===== src/rtl/arb_pkg.sv =====
// arb_pkg: shared types, constants and the round-robin pick function
// for rr_counter_arbiter.
package arb_pkg;
    localparam int N_REQ    = 4;
    localparam int PTR_W    = 2;
    localparam int MAX_HOLD = 8;
    localparam int HOLD_W   = 4;

    typedef enum logic [1:0] {
        IDLE    = 2'd0,
        GRANT   = 2'd1,
        RELEASE = 2'd2
    } state_t;

    // Returns {found, idx}; scanning down to offset 0 leaves the highest-priority hit.
    function automatic logic [PTR_W:0] rr_pick(input logic [N_REQ-1:0] req, input logic [PTR_W-1:0] ptr);
        logic [PTR_W:0]   r;
        logic [PTR_W-1:0] idx;
        r = '0;
        for (int k = N_REQ - 1; k >= 0; k--) begin
            idx = ptr + PTR_W'(k);
            if (req[idx]) r = {1'b1, idx};
        end
        return r;
    endfunction
endpackage


===== src/rtl/rr_ptr_counter.sv =====
// rr_ptr_counter: 2-bit wrap-around priority pointer; loads base+1 on release,
// asynchronously cleared to 0.
module rr_ptr_counter
    import arb_pkg::*;
(
    input  logic             i_clk,
    input  logic             i_rst_n,
    input  logic             i_load,
    input  logic [PTR_W-1:0] i_base,
    output logic [PTR_W-1:0] o_ptr
);
    logic [PTR_W-1:0] r_ptr;

    always_ff @(posedge i_clk or negedge i_rst_n) begin
        if (!i_rst_n) r_ptr <= '0;
        else if (i_load) r_ptr <= i_base + PTR_W'(1);
    end

    assign o_ptr = r_ptr;
endmodule


===== src/rtl/rr_counter_arbiter.sv =====
// rr_counter_arbiter: 4-way round-robin arbiter with registered one-hot grant.
// Define HOLD_TIMEOUT_EN to force release after MAX_HOLD grant cycles.
module rr_counter_arbiter
    import arb_pkg::*;
(
    input  logic             i_clk,
    input  logic             i_rst_n,
    input  logic [N_REQ-1:0] i_req,
    output logic [N_REQ-1:0] o_gnt,
    output logic [PTR_W-1:0] o_gnt_id,
    output logic             o_gnt_valid,
    output logic             o_timeout
);
    state_t           r_state;
    logic [N_REQ-1:0] r_gnt;
    logic [PTR_W-1:0] r_gnt_id;
    logic             r_gnt_valid;
    logic             r_timeout;
    logic [PTR_W-1:0] w_ptr;
    logic [PTR_W:0]   w_pick;
    logic             w_own;
    logic             w_to;
    logic             w_release;

    assign w_pick = rr_pick(i_req, w_ptr);
    assign w_own  = i_req[r_gnt_id];

`ifdef HOLD_TIMEOUT_EN
    logic [HOLD_W-1:0] r_hold;

    always_ff @(posedge i_clk or negedge i_rst_n) begin
        if (!i_rst_n) r_hold <= '0;
        else if (r_state == IDLE && w_pick[PTR_W]) r_hold <= HOLD_W'(1);
        else if (r_state == GRANT) r_hold <= r_hold + HOLD_W'(1);
        else r_hold <= '0;
    end

    // A voluntary drop on the limit edge wins over the forced release.
    assign w_to = r_state == GRANT && w_own && r_hold == HOLD_W'(MAX_HOLD);
`else
    assign w_to = 1'b0;
`endif

    assign w_release = r_state == GRANT && (!w_own || w_to);

    rr_ptr_counter u_ptr (
        .i_clk   (i_clk),
        .i_rst_n (i_rst_n),
        .i_load  (w_release),
        .i_base  (r_gnt_id),
        .o_ptr   (w_ptr)
    );

    always_ff @(posedge i_clk or negedge i_rst_n) begin
        if (!i_rst_n) begin
            r_state     <= IDLE;
            r_gnt       <= '0;
            r_gnt_id    <= '0;
            r_gnt_valid <= 1'b0;
            r_timeout   <= 1'b0;
        end else begin
            r_timeout <= w_to;
            case (r_state)
                IDLE: if (w_pick[PTR_W]) begin
                    r_state     <= GRANT;
                    r_gnt       <= N_REQ'(1) << w_pick[PTR_W-1:0];
                    r_gnt_id    <= w_pick[PTR_W-1:0];
                    r_gnt_valid <= 1'b1;
                end
                GRANT: if (w_release) begin
                    r_state     <= RELEASE;
                    r_gnt       <= '0;
                    r_gnt_valid <= 1'b0;
                end
                default: r_state <= IDLE;
            endcase
        end
    end

    assign o_gnt       = r_gnt;
    assign o_gnt_id    = r_gnt_id;
    assign o_gnt_valid = r_gnt_valid;
    assign o_timeout   = r_timeout;
endmodule


===== config.mk =====
export PLATFORM = sky130hd
export DESIGN_NAME = rr_counter_arbiter
export DESIGN_NICKNAME = d
export VERILOG_FILES = /design/src/rtl/arb_pkg.sv /design/src/rtl/rr_ptr_counter.sv /design/src/rtl/rr_counter_arbiter.sv
export SDC_FILE = /design/constraint.sdc
export NUM_CORES = 1
export LEC_CHECK = 0
export CORE_AREA = 3 3 40 42
export CTS_BUF_LIST = sky130_fd_sc_hd__clkbuf_8 sky130_fd_sc_hd__clkbuf_16
export CTS_CLUSTER_SIZE = 20
export DETAILED_ROUTE_END_ITERATION = 6
export DIE_AREA = 0 0 43 45
export GPL_ROUTABILITY_DRIVEN = 0
export GPL_TIMING_DRIVEN = 0
export PLACE_DENSITY = 0.79
export SKIP_LAST_GASP = 1
export SLEW_MARGIN = 30
export SYNTH_ARGS = -nofsm -noshare
export SYNTH_HDL_FRONTEND = slang
export SYNTH_SLANG_ARGS = --single-unit
export TNS_END_PERCENT = 1

===== constraint.sdc =====
create_clock -name i_clk -period 2.05 [get_ports i_clk]
set_clock_uncertainty 0.05 [all_clocks]
set_input_delay 0.3075 -clock i_clk [delete_from_list [all_inputs] [get_ports i_clk]]
set_output_delay 0.3075 -clock i_clk [all_outputs]
set_load 0.02 [all_outputs]

==> flow_metrics.tcl <==
# collected from the flow reports
set metrics [dict create \
    status "complete, no violations" \
    edf_count 0 \
    min_period_ns 1.78 \
    ys_sh_simple 0.158 \
    power_mw 1.20 \
    cp_max_fo 6 \
    cp-endpoint "o_gnt[3]$_DFFE_PN0P_" \
    grt.total_usage 0.131 \
    finalSetupViolCount 0 \
    ioPinCount 14 \
    cts_max_level 1 \
    cap_violations 0 \
    area_leaders "dfrtp_1 50%, a21oi_1 5.4%, mux4_2 4.1%" \
    ys_cells 51 \
    dp_hpwl_um 825 \
    post_dp_cell_area_um2 693 \
    synth_area_leader_cell "dfrtp_1" \
    synth.area.mux_share 0.0790 \
    antenna_cells 0 \
    fa_ha_area_frac 0 \
    grt.busiest_layer "met2" \
    core_um2 1280 \
    cts_buffers 3 \
    cts_setup_buffers 0 \
    rr_endpoint "o_gnt[2]$_DFFE_PN0P_" \
    gr-usage-met1 0.176 \
    drcViolationCount 0 \
    cts_root_buf "clkbuf_8" \
    final_cell_area_um2 738 \
    final_cell_mix "12 x clkdlybuf4s50_1, 11 x dfrtp_1, 6 x a21oi_1" \
    slew_violations 0 \
    timing.final.crit_share 0.871 \
    p_clk_frac 0.171 \
    final_layout_size_suffix_gt1_frac 0.179 \
    antenna_found_initial 0 \
    dieWidth_um 43 \
    antenna_left 0 \
    power_frac_comb 0.478 \
    dp_cells 78 \
    ir_worst_vdd_mv 0.738 \
    holdWs_ns 0.361 \
    crit_path_end_kind "flip-flop" \
    yosysUniqueCellTypes 26 \
    ys_seq_share 0.497 \
    worstSkewPairLatency_ns 0.23 \
    syn_inst 51 \
    logic_family "AND-OR/OR-AND gates" \
    ys_chip_area_um2 554 \
    wl_per_cell_um 13.2 \
    yosysTopAreaCellShare 0.497 \
    ctsLongestPathBuffers 2 \
    switching_share 0.389 \
    met3_length_um 62 \
    leakage_nw 0.329 \
    synthXorXnorAreaFrac 0.0158 \
    fin_cells 82 \
    r2r_setup_slack_ns 0.42 \
    first_pass_iters 3 \
    synth_area_um2 554 \
    die-area_um2 1940 \
    cp.depth 5 \
    reg2regPathDepth 4 \
    required_ns 2.11 \
    cts_tree "built" \
    seqPwrFrac 0.351 \
    crit_start "i_req[0]" \
    critical-path-max-stage-delay_ns 0.53 \
    setup_ws_ns 0.265 \
    core.rowCount 13 \
    met2_wirelength_um 514 \
]
-- power groups by stage --
stage / Sequential (mW) / Combinational [mW] / Clock [mW]
finish: 0.420 / 0.573 / 0.205
global route: 0.439 / 0.630 / 0.225
CTS: 0.420 / 0.579 / 0.212
detailed placement: 0.423 / 0.576 / 0
global placement: 0.421 / 0.557 / 0
floorplan: 0.476 / 0.318 / 0
-- final cells by class --
| cell class | count | area (um^2) |
|---|---|---|
| clock inverter | 1 | 3.75 |
| multi-input combinational | 35 | 256 |
| timing repair buffer | 12 | 120 |
| tap | 15 | 18.8 |
| buffer | 1 | 7.51 |
| fill | 120 | 547 |
| sequential | 11 | 275 |
| inverter | 4 | 15.0 |
| clock buffer | 3 | 41.3 |
met1.png
Supply wires on this layer in gray.
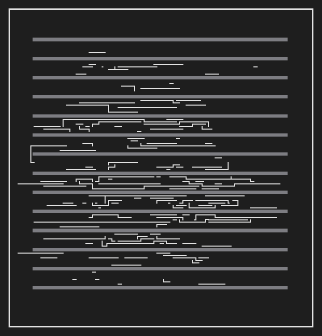
nets with wire on the layer: 60
main direction: horizontal
wire length on this layer: 508 um
longest straight run: 19.3 um

met2.png
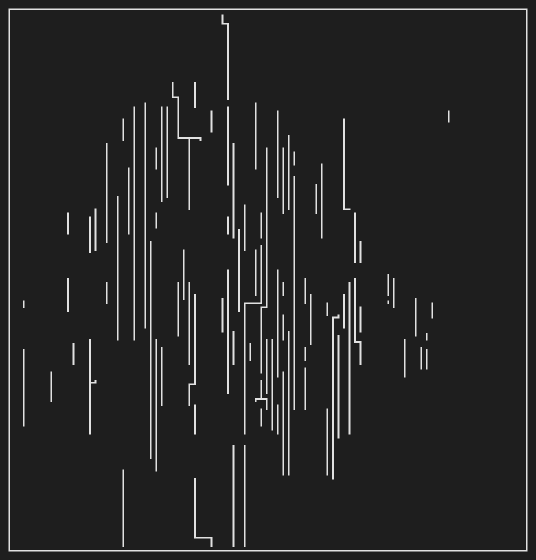
main direction: vertical
longest straight run: 19.4 um
share of all routed wire: 47%
nets with wire on the layer: 64
met2 Use GR: 0.228
Routed WL: 1.09 mm

Power figures rest on the tool's default switching activity, not on a simulated workload.
